$ cat src/rtl/adbg_tap_ctrl.sv
// IEEE 1149.1 TAP controller feeding the debug top: TAP state machine, instruction
// register, IDCODE/BYPASS data registers and the TDO return mux.
module adbg_tap_ctrl #(
    parameter int                  IR_WIDTH     = 4,
    parameter logic [31:0]         IDCODE_VALUE = 32'h249511C3,
    parameter logic [IR_WIDTH-1:0] IR_IDCODE    = 4'b0010,
    parameter logic [IR_WIDTH-1:0] IR_DEBUG     = 4'b1000,
    parameter logic [IR_WIDTH-1:0] IR_BYPASS    = 4'b1111
) (
    input  logic tck_i,
    input  logic trstn_i,
    input  logic tms_i,
    input  logic tdi_i,
    output logic tdo_o,
    output logic tdo_oe_o,
    input  logic debug_tdo_i,
    output logic shift_dr_o,
    output logic pause_dr_o,
    output logic update_dr_o,
    output logic capture_dr_o,
    output logic debug_select_o,
    output logic test_logic_reset_o,
    output logic run_test_idle_o
);

    typedef enum logic [3:0] {
        TLR, RTI,
        SEL_DR, CAP_DR, SH_DR, EX1_DR, PAU_DR, EX2_DR, UPD_DR,
        SEL_IR, CAP_IR, SH_IR, EX1_IR, PAU_IR, EX2_IR, UPD_IR
    } tap_state_t;

    // Fixed 01 in the two LSBs lets a chain walker locate IR boundaries.
    localparam logic [IR_WIDTH-1:0] IR_CAPTURE = IR_WIDTH'(2'b01);

    tap_state_t          state_reg, state_next;
    logic [IR_WIDTH-1:0] ir_reg;
    logic [IR_WIDTH-1:0] ir_shift_reg;
    logic [31:0]         idcode_shift_reg;
    logic                bypass_reg;
    logic                sel_idcode;
    logic                sel_debug;

    always_ff @(posedge tck_i) begin
        if (!trstn_i) state_reg <= TLR;
        else          state_reg <= state_next;
    end

    always_comb begin
        state_next = state_reg;
        case (state_reg)
            TLR:    state_next = tms_i ? TLR    : RTI;
            RTI:    state_next = tms_i ? SEL_DR : RTI;
            SEL_DR: state_next = tms_i ? SEL_IR : CAP_DR;
            CAP_DR: state_next = tms_i ? EX1_DR : SH_DR;
            SH_DR:  state_next = tms_i ? EX1_DR : SH_DR;
            EX1_DR: state_next = tms_i ? UPD_DR : PAU_DR;
            PAU_DR: state_next = tms_i ? EX2_DR : PAU_DR;
            EX2_DR: state_next = tms_i ? UPD_DR : SH_DR;
            UPD_DR: state_next = tms_i ? SEL_DR : RTI;
            SEL_IR: state_next = tms_i ? TLR    : CAP_IR;
            CAP_IR: state_next = tms_i ? EX1_IR : SH_IR;
            SH_IR:  state_next = tms_i ? EX1_IR : SH_IR;
            EX1_IR: state_next = tms_i ? UPD_IR : PAU_IR;
            PAU_IR: state_next = tms_i ? EX2_IR : PAU_IR;
            EX2_IR: state_next = tms_i ? UPD_IR : SH_IR;
            UPD_IR: state_next = tms_i ? SEL_DR : RTI;
            default: state_next = TLR;
        endcase
    end

    // ir_reg only moves on Update-IR or on the way into Test-Logic-Reset.
    always_ff @(posedge tck_i) begin
        if (!trstn_i) begin
            ir_reg       <= IR_IDCODE;
            ir_shift_reg <= '0;
        end else begin
            if (state_reg == CAP_IR)
                ir_shift_reg <= IR_CAPTURE;
            else if (state_reg == SH_IR)
                ir_shift_reg <= {tdi_i, ir_shift_reg[IR_WIDTH-1:1]};

            if (state_next == TLR)
                ir_reg <= IR_IDCODE;
            else if (state_reg == UPD_IR)
                ir_reg <= ir_shift_reg;
        end
    end

    assign sel_idcode = (ir_reg == IR_IDCODE);
    assign sel_debug  = (ir_reg == IR_DEBUG);

    always_ff @(posedge tck_i) begin
        if (!trstn_i) begin
            idcode_shift_reg <= '0;
            bypass_reg       <= 1'b0;
        end else if (sel_idcode) begin
            if (state_reg == CAP_DR)
                idcode_shift_reg <= IDCODE_VALUE;
            else if (state_reg == SH_DR)
                idcode_shift_reg <= {tdi_i, idcode_shift_reg[31:1]};
        end else if (!sel_debug) begin
            if (state_reg == CAP_DR)
                bypass_reg <= 1'b0;
            else if (state_reg == SH_DR)
                bypass_reg <= tdi_i;
        end
    end

    always_comb begin
        tdo_o = 1'b0;
        if (state_reg == SH_IR)
            tdo_o = ir_shift_reg[0];
        else if (state_reg == SH_DR) begin
            if (sel_idcode)     tdo_o = idcode_shift_reg[0];
            else if (sel_debug) tdo_o = debug_tdo_i;
            else                tdo_o = bypass_reg;
        end
    end

    assign tdo_oe_o           = (state_reg == SH_IR) || (state_reg == SH_DR);
    assign shift_dr_o         = (state_reg == SH_DR);
    assign pause_dr_o         = (state_reg == PAU_DR);
    assign update_dr_o        = (state_reg == UPD_DR);
    assign capture_dr_o       = (state_reg == CAP_DR);
    assign test_logic_reset_o = (state_reg == TLR);
    assign run_test_idle_o    = (state_reg == RTI);
    assign debug_select_o     = sel_debug;

endmodule

$ cat config.mk
export PLATFORM = sky130hd
export DESIGN_NAME = adbg_tap_ctrl
export DESIGN_NICKNAME = d
export VERILOG_FILES = /design/src/rtl/adbg_tap_ctrl.sv
export SDC_FILE = /design/constraint.sdc
export NUM_CORES = 1
export LEC_CHECK = 0
export CAP_MARGIN = 5
export CORE_MARGIN = 4
export CORE_UTILIZATION = 25
export CTS_CLUSTER_SIZE = 25
export DETAILED_ROUTE_END_ITERATION = 10
export HOLD_SLACK_MARGIN = 0.15
export PLACE_DENSITY_LB_ADDON = 0.3
export SYNTH_ARGS = -nofsm -noshare
export SYNTH_HDL_FRONTEND = slang
export SYNTH_SLANG_ARGS = --single-unit
$ cat constraint.sdc
create_clock -name tck_i -period 2.3 [get_ports tck_i]
set_clock_uncertainty 0.1 [all_clocks]
set_input_delay 0.46 -clock tck_i [delete_from_list [all_inputs] [get_ports tck_i]]
set_output_delay 0.46 -clock tck_i [all_outputs]
set_load 0.03 [all_outputs]
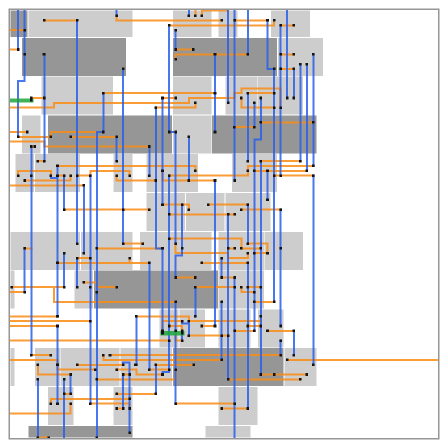
Run 1: a small window of the routed layout
Window x 59 to 89, y 10 to 40 microns. Cells in gray, sequential cells in the stronger gray; small squares are vias.
layer	color
M1	orange
M3	green
M2	blue
netlist names of flops here include	`ir_reg` (4)
most frequent	buf_4 (7), nor2_1 (6)
sequential cells in the window	6
cells with their middle in the window	43

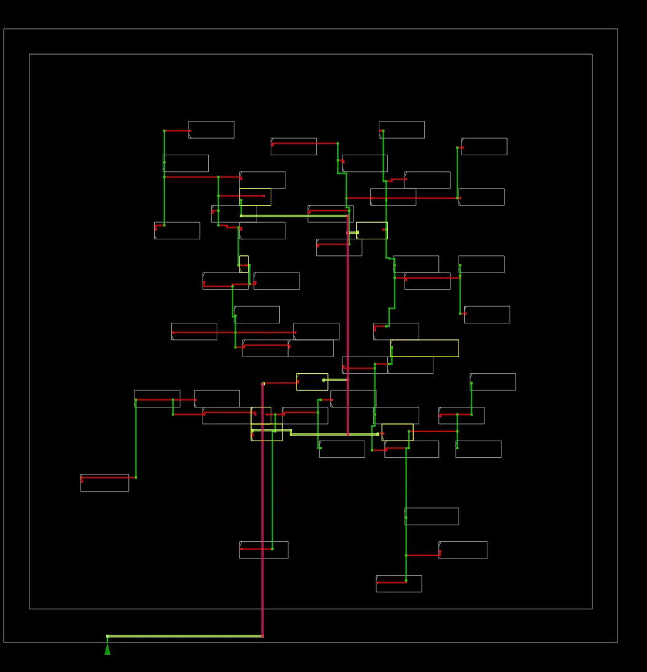
Run 1: the clock network
clk_lat worst skew: 0.30 ns
Seq cells: 45

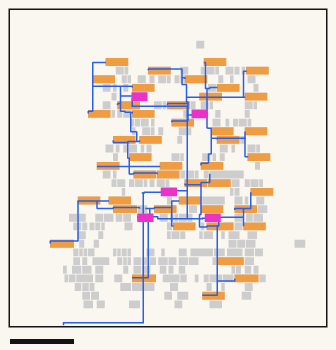
Run 1: clock network drawn from the DEF
Scale bar: 20 microns.
[clock wires] blue | length: 590 microns
[clock-net drivers] magenta | count: 5
[flip-flops] orange | count: 45
routed clock nets	6

==> impl_metrics.py, run 1 <==
# Generated from Yosys and OpenROAD reports
metrics = {
    "floorplan": {
        "core_sq_um": 8180,
    },
    "routing": {
        "m1WireLength_microns": 2200,
        "top_layer": "met4",
        "ant_nets": 0,
        "vias_per_cell": 4.66,
    },
    "synthesis": {
        "synthTopCellsByArea": "dfxtp_1, nand3_1, a21boi_1",
        "synth.most_common_cell": "dfxtp_1",
        "adder_share": 0,
        "async_reset_ff_frac": 0,
        "postSynthAreaPerCell_sq_um": 8.30,
        "ys_cells": 251,
        "yosysTopAreaCell": "dfxtp_1",
    },
    "outcome": {
        "status": "finished with violations",
        "failed_checks": "negative setup slack",
    },
    "place": {
        "dp.final_hpwl_microns": 2800,
        "place.gp.congestion": 0.761,
    },
    "critical_path": {
        "r2r-end": "idcode_shift_reg[12]",
        "cp_num_buf_inv": 1,
        "reg2reg_depth": 6,
        "slowest_stage": "or4b_4",
        "crit_path_max_incr_delay_ns": 0.54,
        "critPathLaunch": "ir_reg[3]",
        "r2r_slack_ns": 0.27,
    },
    "run": {
        "warnings": 29,
    },
    "timing": {
        "timing.setup.tns_ns": -0.0507,
        "relSlewSlack": 0.625,
        "setup_viol": 1,
        "fin_ws_ns": -0.0507,
    },
    "power": {
        "power_density_nw_per_um2": 646,
        "pwr-share-clk": 0.363,
        "leakagePower_nw": 0.908,
        "p_switching_mw": 0.423,
        "seq-power_mw": 0.827,
        "pwr.group.clock_mw": 0.597,
    },
    "hold_path": {
        "holdPathStages": 2,
        "hold_class": "register to register",
    },
    "clock_tree": {
        "cts_root_buffer": "clkbuf_8",
        "cts-resized-gates": 8,
        "h-tree-depth": 2,
        "cts_buffer_depth": 2,
        "post_cts_buffers": 5,
        "holdBufCountCts": 0,
    },
    "global_routing": {
        "grt_first_pass_wirelength_microns": 7810,
        "grt_use_met3": 0.0238,
        "grt_use_total": 0.0965,
    },
    "finish": {
        "nNetsFinal": 275,
        "final-comb-area_sq_um": 1080,
        "lay_top_count": "dfxtp_1",
    },
}
==> inputs of run 2 (changes only) <==
--- a/config.mk
+++ b/config.mk
@@ -5,6 +5,7 @@
 export SDC_FILE = /design/constraint.sdc
 export NUM_CORES = 1
 export LEC_CHECK = 0
+export ABC_AREA = 1
 export CAP_MARGIN = 5
 export CORE_MARGIN = 4
 export CORE_UTILIZATION = 25
@@ -12,6 +13,7 @@
 export DETAILED_ROUTE_END_ITERATION = 10
 export HOLD_SLACK_MARGIN = 0.15
 export PLACE_DENSITY_LB_ADDON = 0.3
+export RECOVER_POWER = 50
 export SYNTH_ARGS = -nofsm -noshare
 export SYNTH_HDL_FRONTEND = slang
 export SYNTH_SLANG_ARGS = --single-unit
==> run 2 against run 1 <==
The flow now finishes without violations. Area after synthesis decreased by 4.5%. Flip-flop count unchanged. Final area decreased by 11%. First-iteration DRC count decreased by 18%. Final cell count increased by 5.9%. Total power decreased by 15%. Register-to-register slack got worse by 0.06 ns. Wire length decreased by 1.9%. Global-route usage about the same.
==> impl_metrics.py, run 2 <==
# Generated from Yosys and OpenROAD reports
metrics = {
    "outcome": {
        "status": "finished clean",
    },
    "clock_tree": {
        "h-tree-depth": 2,
        "cts-resized-gates": 6,
        "cts_buffer_depth": 2,
        "cts_root_buffer": "clkbuf_8",
        "holdBufCountCts": 0,
        "post_cts_buffers": 0,
    },
    "critical_path": {
        "critPathLaunch": "state_reg[3]",
        "r2r-end": "idcode_shift_reg[16]",
        "r2r_slack_ns": 0.21,
        "slowest_stage": "dlygate4sd2_1",
        "reg2reg_depth": 7,
        "crit_path_end": "run_test_idle_o",
    },
    "finish": {
        "final-comb-area_sq_um": 892,
        "ff_count": 45,
        "nNetsFinal": 300,
    },
    "synthesis": {
        "synth.most_common_cell": "nand2_1",
        "mux_area_frac": 0,
        "synthTopCellsByArea": "dfxtp_1, nand2_1, nor2_1",
        "postSynthAreaPerCell_sq_um": 7.11,
        "async_reset_ff_frac": 0,
        "yosysTopAreaCell": "dfxtp_1",
        "ys_cells": 280,
        "adder_share": 0,
    },
    "routing": {
        "m1WireLength_microns": 2150,
        "ant_nets": 0,
        "vias_per_cell": 4.48,
        "top_layer": "met4",
    },
    "place": {
        "place.gp.congestion": 0.985,
    },
    "timing": {
        "timing.setup.tns_ns": 0,
        "setup_viol": 0,
        "relSlewSlack": 0.734,
        "fin_ws_ns": 0.113,
    },
    "power": {
        "p_switching_mw": 0.358,
        "leakagePower_nw": 0.986,
        "power_density_nw_per_um2": 617,
    },
    "hold_path": {
        "holdPathStages": 2,
        "hold_class": "register to register",
    },
    "global_routing": {
        "grt_first_pass_wirelength_microns": 7660,
    },
}
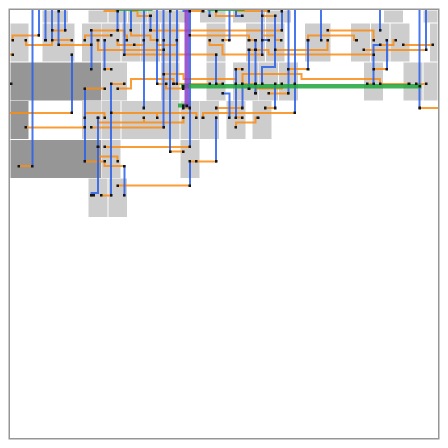
Run 2: a small window of the routed layout
Window x 58 to 88, y 9 to 39 microns. Cells in gray, sequential cells in the stronger gray; small squares are vias.
layer	color
M4	purple
M3	green
M2	blue
M1	orange
most frequent	nand2_1 (10), nor2_1 (9), inv_1 (7)
netlist names of flops here include	`state_reg` (2)
sequential cells in the window	2
cells with their middle in the window	35

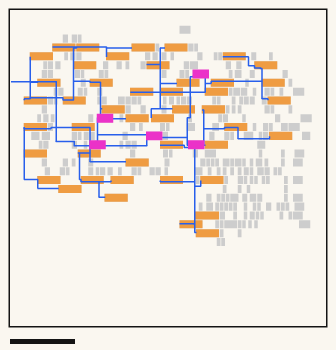
Run 2: clock network drawn from the DEF
Scale bar: 20 microns.
[flip-flops] orange | count: 45
[clock-net drivers] magenta | count: 5
[clock wires] blue | length: 544 microns
routed clock nets	6
P_clk: 0.461 mW
clock network power share: 0.328
clk_lat worst skew: 0.28 ns

==> inputs of run 3 (changes only) <==
--- a/config.mk
+++ b/config.mk
@@ -9,6 +9,7 @@
 export CAP_MARGIN = 5
 export CORE_MARGIN = 4
 export CORE_UTILIZATION = 25
+export CTS_CLUSTER_DIAMETER = 80
 export CTS_CLUSTER_SIZE = 25
 export DETAILED_ROUTE_END_ITERATION = 10
 export HOLD_SLACK_MARGIN = 0.15
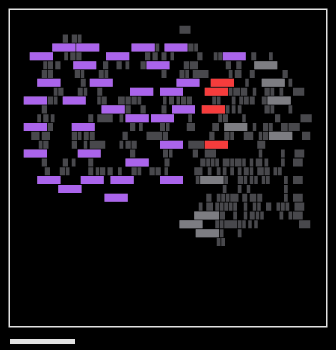
Run 3: where the registers sit
Scale bar: 20 microns. Other sequential cells in the stronger gray, the rest of the logic in the fainter gray.
name in the netlist	color	placed flops
`ir_reg`	red	4
`idcode_shift_reg`	purple	32

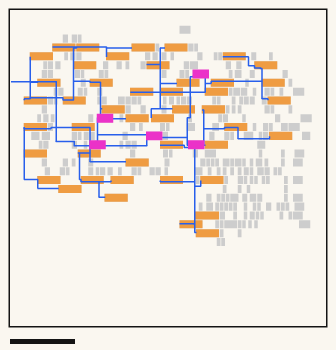
Run 3: clock network drawn from the DEF
Scale bar: 20 microns.
[clock wires] blue | length: 544 microns
[clock-net drivers] magenta | count: 5
[flip-flops] orange | count: 45
routed clock nets	6

==> run 3 against run 2 <==
Final cell count unchanged. Critical path type unchanged. Sequential share of layout area stayed put. Largest power group unchanged. Global-route usage unchanged. Final area unchanged. Highest routed layer unchanged. Area after synthesis did not move. Maximum frequency is the same. Utilization unchanged. Largest cell class unchanged. Total power stayed put. Clock power is essentially flat. Die size unchanged. First-iteration DRC count is the same.
==> impl_metrics.py, run 3 <==
# Generated from Yosys and OpenROAD reports
metrics = {
    "critical_path": {
        "critPathLaunch": "state_reg[3]",
        "reg2reg_depth": 7,
        "r2r_slack_ns": 0.21,
        "slowest_stage": "dlygate4sd2_1",
    },
    "synthesis": {
        "ys_cells": 280,
        "synthTopCellsByArea": "dfxtp_1, nand2_1, nor2_1",
        "adder_share": 0,
        "mux_area_frac": 0,
    },
    "clock_tree": {
        "post_cts_buffers": 0,
        "holdBufCountCts": 0,
        "cts-resized-gates": 6,
    },
    "place": {
        "place.gp.congestion": 0.985,
    },
    "global_routing": {
        "grt_first_pass_wirelength_microns": 7660,
    },
    "timing": {
        "setup_viol": 0,
    },
    "routing": {
        "vias_per_cell": 4.48,
        "m1WireLength_microns": 2150,
    },
    "finish": {
        "ff_count": 45,
        "final-comb-area_sq_um": 892,
    },
    "power": {
        "pwr.group.clock_mw": 0.461,
        "power_density_nw_per_um2": 617,
    },
    "outcome": {
        "status": "finished clean",
    },
    "hold_path": {
        "holdPathStages": 2,
    },
}
Power figures rest on the tool's default switching activity, not on a simulated workload.
